Figure 1. Metal layers overlaid.
Scale bar: 20 um.
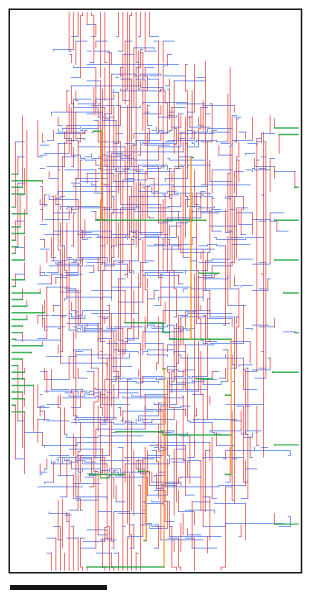
Figure 2. Placed standard cells.
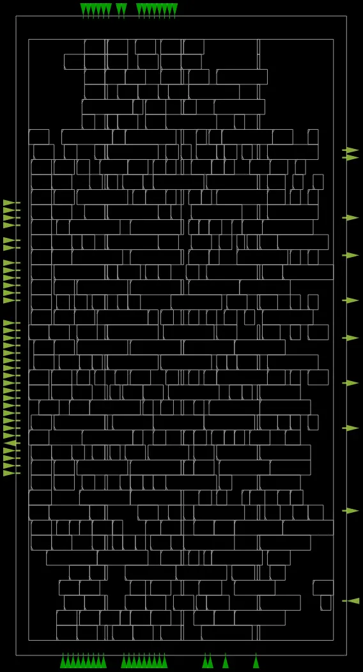
$ cat src/rtl/mux_tree_pipe.sv
// mux_tree_pipe: pipelined 2^N_SEL:1 multiplexer tree for DW-bit channels.
// Level L resolves sel[L] (LSB first). Levels whose REG_LEVELS bit is set
// hold their reduced words, a valid bit and the not-yet-used upper select
// bits; later levels steer from those carried bits, never from the live sel.
// The ready chain is combinational end to end, with no skid buffer.
module mux_tree_pipe #(
  parameter int               N_SEL      = 3,
  parameter int               DW         = 8,
  parameter logic [N_SEL-1:0] REG_LEVELS = '1
) (
  input  logic                      clk,
  input  logic                      rst_n,
  input  logic                      in_valid,
  output logic                      in_ready,
  input  logic [(DW<<N_SEL)-1:0]    d,
  input  logic [N_SEL-1:0]          sel,
  output logic                      out_valid,
  input  logic                      out_ready,
  output logic [DW-1:0]             out_data
);

  genvar gi;

  for (gi = 0; gi < N_SEL; gi++) begin : g_lvl
    // Level gi consumes 2^(N_SEL-gi) words and produces half as many.
    localparam int HALF = 1 << (N_SEL - gi - 1);
    localparam int WI   = DW * (2 * HALF);
    localparam int WO   = DW * HALF;
    // Select bits still meaningful at this level: sel[N_SEL-1:gi].
    localparam int SW   = N_SEL - gi;

    logic [WI-1:0] data_in;
    logic [SW-1:0] sel_in;
    logic          valid_in;
    logic          ready_in;
    logic [WO-1:0] reduced;
    logic [WO-1:0] data_out;
    logic          valid_out;
    logic          ready_out;

    if (gi == 0) begin : g_src
      assign data_in  = d;
      assign sel_in   = sel;
      assign valid_in = in_valid;
    end else begin : g_src
      assign data_in  = g_lvl[gi-1].data_out;
      assign sel_in   = g_lvl[gi-1].g_up.sel_out;
      assign valid_in = g_lvl[gi-1].valid_out;
    end

    if (gi == N_SEL - 1) begin : g_dst
      assign ready_out = out_ready;
    end else begin : g_dst
      assign ready_out = g_lvl[gi+1].ready_in;
    end

    // Pairwise reduction: word k takes odd partner 2k+1 when this level's bit is set.
    always_comb begin
      reduced = '0;
      for (int k = 0; k < HALF; k++) begin
        reduced[k*DW +: DW] = sel_in[0] ? data_in[(2*k+1)*DW +: DW]
                                        : data_in[(2*k)*DW +: DW];
      end
    end

    if (REG_LEVELS[gi]) begin : g_reg
      logic          valid_q;
      logic [WO-1:0] data_q;

      // A stage can take a beat when empty or when its own beat leaves now.
      assign ready_in  = !valid_q || ready_out;
      assign valid_out = valid_q;
      assign data_out  = data_q;

      // Load on handshake; clear valid only when drained with nothing new arriving.
      always_ff @(posedge clk or negedge rst_n) begin
        if (!rst_n) begin
          valid_q <= 1'b0;
          data_q  <= '0;
        end else if (valid_in && ready_in) begin
          valid_q <= 1'b1;
          data_q  <= reduced;
        end else if (ready_out) begin
          valid_q <= 1'b0;
        end
      end
    end else begin : g_reg
      assign ready_in  = ready_out;
      assign valid_out = valid_in;
      assign data_out  = reduced;
    end

    // Upper select bits travel alongside the data; the last level has none left.
    if (gi < N_SEL - 1) begin : g_up
      logic [SW-2:0] sel_out;
      if (REG_LEVELS[gi]) begin : g_sreg
        // Capture the remaining select bits with the beat so later levels ignore live sel.
        always_ff @(posedge clk or negedge rst_n) begin
          if (!rst_n) begin
            sel_out <= '0;
          end else if (valid_in && ready_in) begin
            sel_out <= sel_in[SW-1:1];
          end
        end
      end else begin : g_sreg
        assign sel_out = sel_in[SW-1:1];
      end
    end
  end

  assign in_ready  = g_lvl[0].ready_in;
  assign out_valid = g_lvl[N_SEL-1].valid_out;
  assign out_data  = g_lvl[N_SEL-1].data_out;

endmodule

$ cat config.mk
export PLATFORM = sky130hd
export DESIGN_NAME = mux_tree_pipe
export DESIGN_NICKNAME = d
export VERILOG_FILES = /design/src/rtl/mux_tree_pipe.sv
export SDC_FILE = /design/constraint.sdc
export NUM_CORES = 1
export LEC_CHECK = 0
export CORE_ASPECT_RATIO = 2
export CORE_MARGIN = 2
export CORE_UTILIZATION = 49
export DETAILED_ROUTE_END_ITERATION = 8
export HOLD_SLACK_MARGIN = 0.08
export PLACE_DENSITY = 0.81
export SLEW_MARGIN = 10
export SYNTH_ARGS = -nofsm -noshare
export SYNTH_HDL_FRONTEND = slang
export SYNTH_SLANG_ARGS = --single-unit
$ cat constraint.sdc
create_clock -name clk -period 1.5 [get_ports clk]
set_clock_uncertainty 0.05 [all_clocks]
set_input_delay 0.45 -clock clk [delete_from_list [all_inputs] [get_ports clk]]
set_output_delay 0.45 -clock clk [all_outputs]
set_load 0.02 [all_outputs]
==> results.env <==
FINALHOLDVIOLCOUNT=0
STATUS='complete, but fails checks'
TIMING.SETUP.TNS_NS=-0.09381
FLOP_AREA_MM2=0.001551
REGTOREGSTARTPOINT='g_lvl[1].g_reg.valid_q'
FLOP-COUNT=62
TRITONCTS_CLOCK_TREE='built'
CRIT_PATH_CELL_CHAIN='nand4b_4 -> buf_6'
DRCVIOLATIONCOUNT=0
DP.FINAL_HPWL_MM=4.955
P_LEAK_nW=1.804
SYNTH_SEQUENTIAL_AREA_RATIO=0.5072
LARGEST_NET_DEGREE_AT_THE_START_OF_GLOBAL_ROUTING=49
MOST-COMMON-LAYOUT-CELLS='66 x sky130_fd_sc_hd__clkdlybuf4s50_1, 62 x sky130_fd_sc_hd__dfrtp_1, 56 x sky130_fd_sc_hd__mux2i_1, 56 x sky130_fd_sc_hd__a21oi_1, 48 x sky130_fd_sc_hd__a31oi_1'
POWER_SWITCHING_W=0.001610
ROUTE.TOP_LAYER_USED='met4'
FINALHOLDWORSTSLACK_NS=0.4329
NONCLKBUFAREAFRAC=0.2361
FIN_WS_NS=-0.04727
REMAINING_MAX_SLEW_BUDGET_AT_THE_TIGHTEST_PIN=0.6676
PLACEDINSTANCEAREA_MM2=0.003943
ENDPOINT_KIND='output pin'
POWER.CLOCK.FRACTION=0.340
FINALSETUPVIOLCOUNT=2
FINAL_PERIOD_MINUS_WORST_SETUP_SLACK_NS=1.547
FIN_CRIT_SH=1.032
MAX-VDD-IR-DROP_V=0.0007216
CP_MAX_FO=2
AREA_LEADERS='sky130_fd_sc_hd__dfrtp_1 51%, sky130_fd_sc_hd__mux2i_1 18%, sky130_fd_sc_hd__a31oi_1 9.8%, sky130_fd_sc_hd__a21oi_1 9.2%, sky130_fd_sc_hd__a21oi_2 2.3%'
FAILED_CHECKS='setup timing'
SYNTH_TOP_AREA_SHARE=0.5072
LEADING_AREA_CONTRIBUTOR_AFTER_SYNTHESIS='sky130_fd_sc_hd__dfrtp_1'
PWR.GROUP.CLOCK_W=0.00186
COMB_CELL_POWER_W=0.00135
GRT_UTIL_ALL_LAYERS=0.2146
SYN-NUM-NETS=344
SYNTH_AREA_MM2=0.003059
MULTIINPUTGATEAREA_MM2=0.001328
WORST_PATH_LARGEST_CELL_DELAY_NS=0.40
DIE_AREA_MM2=0.006929
MET1WIRELENGTH_MM=2.496
TIMING.MAX_CAP.VIOLATIONS=0
About Figure 1:
Key: green = metal 3 [wire length 231 um]; orange = metal 4 [wire length 139 um]; blue = metal 1 [wire length 2500 um]; red = metal 2 [wire length 4000 um]

About Figure 2:
Tapcell Cnt: 63
Row Count: 40
Seq/total area: 0.3673

